Design lq_agen_csel_pipe_flat, sky130hd; sources not shown.
Figure 1. Cells coloured by class (run 1).
Drawn at 6 px/um.
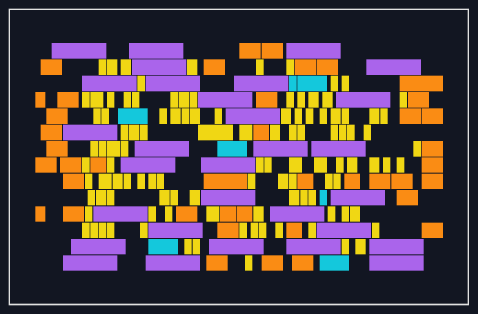
clock drivers and dummy loads: marked cyan, cells 7, share of their area 4.5%. flops: marked purple, cells 30, share of their area 44%. other buffers and delay cells: marked orange, cells 41, share of their area 24%. all other logic: marked yellow, cells 110, share of their area 28%.
core area: 2590 um^2
fin util: 0.672
FP Rows: 14
Final Cell Area: 1740 um^2
Seq area share: 0.431

Figure 2. Register map, names as in the netlist (run 1).
Drawn at 4 px/um.
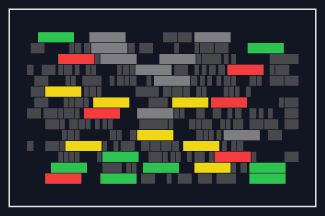
`u_core.ex3_pg`: marked red, flops 6. `u_core.ex3_pt`: marked yellow, flops 7. `u_core.bus.ex4_cin`: marked green, flops 8, where widely spread.
Another 9 sequential cells are not coloured.
Seq. pwr: 1.26 mW
Storage cell area: 751 um^2

Figure 3. The metal 3 layer (run 1).
Drawn at 4 px/um. Cells faint in the background.
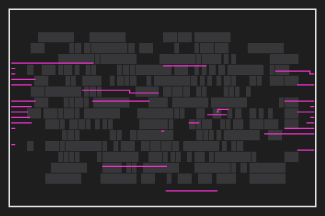
The wires run mostly horizontal. The layer carries 192 um of wire. 26 nets have wire on it. The longest straight run is 20.2 um.
Vias: 1086
GR Layer Usage met3: 0.0812

==> changes_impl.md, run 1 <==
### Implementation results

* WP buf/inv at 1
* Tmin final at ~1.1 ns
* CP Class: register to output port
* Cell type with the largest total area: dfrtp_1
* Multi-In Gates at approximately 99
* Antenna Nets Post-Route at 0
* Metal2 WL at between 1000 and 1500 um
* Crit-path slowest cell: dfrtp_1
* Run status: finished, final reports clean
* Post-Route WL at about 2800 um
* Dpl cells at around 210
* Gate Area at ~430 um^2
* Post-synth top cells: 50 x nand2_1, 30 x dfrtp_1, 16 x nor2_1
* Mapped Avg Cell Area at 8.62 um^2
* Initial Util at 0.486
* Setup TNS at 0 ns
* Share of cells above drive strength 1 at 0.106
* Crit path DRT at a little under 1 ns
* Area leader share at 0.596
* Die H at slightly below 50 um
* Port bufs at 32
* Yosys Chip Area at between 1000 and 1500 um^2
* Highest routed layer: met4
* M1 WL at between 1000 and 1500 um
* WL/cell at between 10 and 15 um
* FFs & Latches at 30
* Clock Latency Late Sink at around 0.27 ns
* Power, Total at approximately 2.5 mW
* Final setup fails at 0
* CP Launch Type: register
* Root buffer cell: clkbuf_8
* DP Worst Slack at -0.125 ns
* Total clock sinks at 30
* CLK BUF at 7
* Clock network share of area at 0.0438
* Crit path DAT at about 0.94 ns
* Synth Seq Share at 0.596
* FILL cells at roughly 210
* Initial antenna violation count at 0
* Combinational share of cell area at 0.248
* NonClk Buf Share at 0.231
* Unrepaired setup endpoints after global routing: no
* Synth flops at 30
* Worst Hold Slack at approximately 0.17 ns
* CP Capture Type: output port
* Comb area leader: simple AND/OR/NAND/NOR gates
* Hold Crit Class: primary input to asynchronous set/reset pin
* Dpl hpwl at 2040 um
* Fmax at about 0.95 GHz
* Worst-path clk slew at 0.06 ns
* Non-CTS buffers at about 41
* Leakage at ~0.85 nW
* Dominant register cell: dfrtp_1
* Tot GR Track Use at 0.168
* TritonCTS Buffers at 5
* Final period util at 0.955
* Nets at 211
* ANT cells at 0
* Mux area share at 0
* Tapcell count at 32
* Inverters at 11
* Post-Synth AOI/OAI Area at 0.107
* Post-synth EDFFs at 0
* Die X at approximately 76 um
* XORs/XNORs by Area at 0
* Top-count cell post-synth: nand2_1
* DR vias/cell at around 4.9
* Post-CTS Resized at 12
* Number of global-route vias before repair at about 1200
* DRT iter0 DRCs at slightly below 90
* Largest net degree at the start of global routing at 31
* Crit. path cell count at 1
* H-tree Lvls at 2
* Critical Path Fanout Max at 2
* MaxCap Viol Count at 0
* Top cells by area: dfrtp_1 60%, nand2_1 15%, nor2_1 4.8%
* Largest stage delay, worst path at about 0.38 ns
* Post-route insts no fill at 220
* Yosys stat cell total at about 150
* Gr ovfl total at 0
* Die ar. at 3730 um^2
* Synth Area in Adders at 0
* Max IR drop VDD at roughly 0.93 mV
* Reg2Reg Depth at 4
* Number of distinct library cells after synthesis at 16
* CTS Hold Buffers Added at 0
* Delay-heaviest family, CP: flip-flops
* CTS max path bufs at 2
* WL met3 at 191 um
* Post-synthesis instance area at 1260 um^2
* Setup WS post-layout at approximately 0.050 ns
* Power density cells at ~1400 nW/um^2
* Layout area overhead at 38.5%
* Final Hold Violation Tally at 0
* Global-route wire length before repair at about 4900 um
* Final clock skew at roughly 0.0040 ns
* Syn nets at approximately 170
* Post-CTS Setup Bufs at 0
* Max FFs per register at 8
* Tool warning count at 26
* Simple-Gate Area Share at 0.233
* Max-slew violation count at 0
* Final Wtd Congestion at ~0.82
* Largest class: registers
* 1st-pass router iterations at 4
* Io pins at 34
* Gate Count Post-Synth at around 150
* Post-DP Area at 1680 um^2
* Synth async-reset ratio at 1.00
* Internal reg-to-reg setup slack at between 0.15 and 0.2 ns
* Worst path cell trace: clkdlybuf4s15_1
* DRC errors left at 0
* Yosys warnings at 0
* CTS tree: done
-- run 1: cell usage in the layout, fill, tap and decap left out --
cell type,count
a21oi_1,9
a21oi_4,1
a31oi_1,3
buf_12,2
buf_4,7
clkbuf_1,2
clkbuf_2,2
clkbuf_8,5
clkdlybuf4s15_1,8
clkdlybuf4s50_1,22
conb_1,1
dfrtp_1,30
inv_1,10
inv_2,1
nand2_1,50
nand2_2,1
nand3_1,4
nand4_1,2
nor2_1,16
o21ai_0,11
or2_2,1
-- run 1: layer usage --
metal,up-vias,global-route usage
li1,541,-
met1,505,0.195
met2,35,0.267
met3,5,0.0812
met4,0,0.0723
met5,-,0
-- run 1: report_power, final --
group | internal (mW) | switching, mW
combinational | 0.215 | 0.241
clock | 0.434 | 0.353
sequential | 1.21 | 0.0552
total | 1.85 | 0.650
Figure 4. Cell sizes after repair (run 1).
Drawn at 4 px/um.
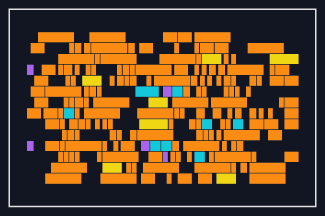

==> run 2, diff against run 1 <==
--- a/config.mk
+++ b/config.mk
@@ -9,9 +9,9 @@
 export CAP_MARGIN = 5
 export CORE_ASPECT_RATIO = 0.6
 export CORE_MARGIN = 4
-export CORE_UTILIZATION = 45
+export CORE_UTILIZATION = 47
 export DETAILED_ROUTE_END_ITERATION = 7
-export PLACE_DENSITY = 0.79
+export PLACE_DENSITY = 0.82
 export SYNTH_ARGS = -nofsm -noshare
 export SYNTH_HDL_FRONTEND = slang
 export SYNTH_SLANG_ARGS = --single-unit
Figure 5. Cell sizes after repair (run 2).
Drawn at 4 px/um.
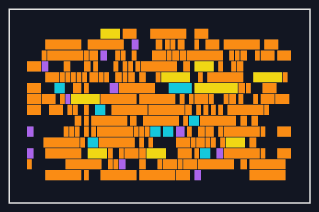
drive 3 to 4: marked cyan, cells 8, share 4.2%. drive 2: marked purple, cells 11, share 5.8%. drive 1 or less: marked orange, cells 162, share 85%. drive 6 and up: marked yellow, cells 9, share 4.7%.
Non-CTS buffers: 42
Layout area overhead: 41.1%
Setup WS post-layout: 0.0416 ns
Final Cell Area: 1780 um^2

==> run 2 against run 1 <==
Non-clock buffer count is 1 higher. Fmax is 0.76% lower. Register-to-register slack hardly changed. Worst setup slack worse by 0.0080 ns. Core utilization is 3.2 points higher. Global-route usage is 1.5 points higher. First-iteration DRC count is 2.3% lower. Critical path type unchanged. Highest routed layer unchanged.
==> changes_impl.md, run 2 <==
### Implementation results

* Die X at 74.8 um (-1.9%)
* Highest routed layer: met4
* Crit path DAT at 0.95 ns (about the same)
* DP Worst Slack at -0.127 ns (-0.00154 ns)
* Synth Seq Share at 0.596 (unchanged)
* Mapped Avg Cell Area at 8.62 um^2 (unchanged)
* Global-route wire length before repair at 4590 um (-6.3%)
* Fin util at 0.704 (+0.0316)
* Yosys stat cell total at 146 (unchanged)
* WL met3 at 196 um (+2.6%)
* CTS max path bufs at 2 (unchanged)
* Final setup fails at 0 (unchanged)
* Fmax at 0.945 GHz (-0.76%)
* M1 WL at 1300 um (+4.4%)
* Post-route insts no fill at 222 (+0.91%)
* Leakage at 0.877 nW (+3.2%)
* Max-slew violation count at 0 (unchanged)
* Worst-path clk slew at 0.06 ns (about the same)
* Most used logic cell in the final layout: nand2_1
* Port bufs at 32 (unchanged)
* Initial antenna violation count at 0 (unchanged)
* Post-synth EDFFs at 0 (unchanged)
* Synth async-reset ratio at 1.00 (unchanged)
* Post-DP Area at 1700 um^2 (+1.2%)
* H-tree Lvls at 2 (unchanged)
* CP Class: register to output port
* Cell type with the largest total area: dfrtp_1
* Post-Synth AOI/OAI Area at 0.107 (unchanged)
* Top Layout Cells: 50 x nand2_1, 30 x dfrtp_1, 22 x clkdlybuf4s50_1, 16 x nor2_1, 11 x o21ai_0
* Mux area share at 0 (unchanged)
* Core area at 2520 um^2 (-2.7%)
* Tmin final at 1.06 ns (+0.00800 ns)
* XORs/XNORs by Area at 0 (unchanged)
* Crit path DRT at 0.99 ns (about the same)
* Tool warning count at 26 (unchanged)
* Critical Path Fanout Max at 2 (unchanged)
* Final clock skew at 0.00236 ns (-0.00160 ns)
* Die H at 48.1 um (-1.8%)
* Post-CTS Resized at 16 (+4)
* Delay-heaviest family, CP: flip-flops
* Share of cells above drive strength 1 at 0.147 (+0.0410)
* Root buffer cell: clkbuf_8
* Largest net degree at the start of global routing at 31 (unchanged)
* Final Wtd Congestion at 0.817 (+0.11%)
* DRC errors left at 0 (unchanged)
* Hold Crit Class: primary input to asynchronous set/reset pin
* DRT iter0 DRCs at 85 (-2.3%)
* Gate Count Post-Synth at 146 (unchanged)
* Yosys warnings at 0 (unchanged)
* Post-CTS Setup Bufs at 0 (unchanged)
* ANT cells at 0 (unchanged)
* WP buf/inv at 1 (unchanged)
* Comb area leader: simple AND/OR/NAND/NOR gates
* Crit-path slowest cell: dfrtp_1
* 1st-pass router iterations at 5 (+1)
* Setup TNS at 0 ns (unchanged)
* Area leader share at 0.596 (unchanged)
* Total clock sinks at 30 (unchanged)
* Largest stage delay, worst path at 0.38 ns (about the same)
* Vias at 1099 (+1.2%)
* CTS Hold Buffers Added at 0 (unchanged)
* TritonCTS Buffers at 5 (unchanged)
* Dominant register cell: dfrtp_1
* Dpl cells at 214 (+0.47%)
* Worst Hold Slack at 0.168 ns (-0.00154 ns)
* Metal2 WL at 1180 um (-8.6%)
* Reg2Reg Depth at 4 (unchanged)
* Final period util at 0.962 (+0.00727)
* Initial Util at 0.499 (+0.0135)
* Unrepaired setup endpoints after global routing: no
* Power density cells at 1570 nW/um^2 (+9.3%)
* Io pins at 34 (unchanged)
* Top cells by area: dfrtp_1 60%, nand2_1 15%, nor2_1 4.8%
* WL/cell at 12.3 um (-2.1%)
* FP Rows at 14 (unchanged)
* Gr ovfl total at 0 (unchanged)
* Internal reg-to-reg setup slack at 0.20 ns (about the same)
* Synth Area in Adders at 0 (unchanged)
* MaxCap Viol Count at 0 (unchanged)
* Clock Latency Late Sink at 0.28 ns (about the same)
* Power, Total at 2.79 mW (+11%)
* Tot GR Track Use at 0.184 (+0.0153)
* Number of distinct library cells after synthesis at 16 (unchanged)
* DR vias/cell at 4.95 (+0.29%)
* Max FFs per register at 8 (unchanged)
* Dpl hpwl at 2020 um (-1.2%)
* CP Capture Type: output port
* Number of global-route vias before repair at 1064 (-9.1%)
* Max IR drop VDD at 1.18 mV (+27%)
* Synth flops at 30 (unchanged)
* Post-Route WL at 2730 um (-1.2%)
* Yosys Chip Area at 1260 um^2 (unchanged)
* CP Launch Type: register
* Antenna Nets Post-Route at 0 (unchanged)
* Worst path cell trace: clkdlybuf4s15_1
* Post-synth top cells: 50 x nand2_1, 30 x dfrtp_1, 16 x nor2_1
* CTS tree: done
* Post-synthesis instance area at 1260 um^2 (unchanged)
* Top-count cell post-synth: nand2_1
* Syn nets at 169 (unchanged)
* Die ar. at 3600 um^2 (-3.7%)
* Final Hold Violation Tally at 0 (unchanged)
* Nets at 212 (+0.47%)
* Run status: finished, final reports clean
* Crit. path cell count at 1 (unchanged)
* Simple-Gate Area Share at 0.233 (unchanged)
==> run 2: where the power goes <==
part           switching (mW)  internal (mW)
clock                   0.408          0.665
combinational           0.240          0.212
sequential             0.0582           1.20
==> run 2: cell type report <==
cell class | count | area [um^2]
Fill cell | 189 | 747
Clock buffer | 5 | 68.8
Timing Repair Buffer | 42 | 403
Sequential cell | 30 | 751
Tap cell | 32 | 40.0
Clock inverter | 3 | 40.0
Inverter | 11 | 41.3
Multi-Input combinational cell | 99 | 432
==> run 2: metal layers <==
metal	vias up	track usage
li1	549	-
met5	-	0
met1	505	0.233
met3	6	0.0755
met2	39	0.284
met4	0	0.0745
==> run 2: logic make-up after synthesis <==
| family | count (synthesis) |
|---|---|
| other | 1 |
| AOI/OAI and AO/OA | 24 |
| DFF | 30 |
| buffers and inverters | 17 |
| and+or+nand+nor | 74 |
Power figures rest on the tool's default switching activity, not on a simulated workload.
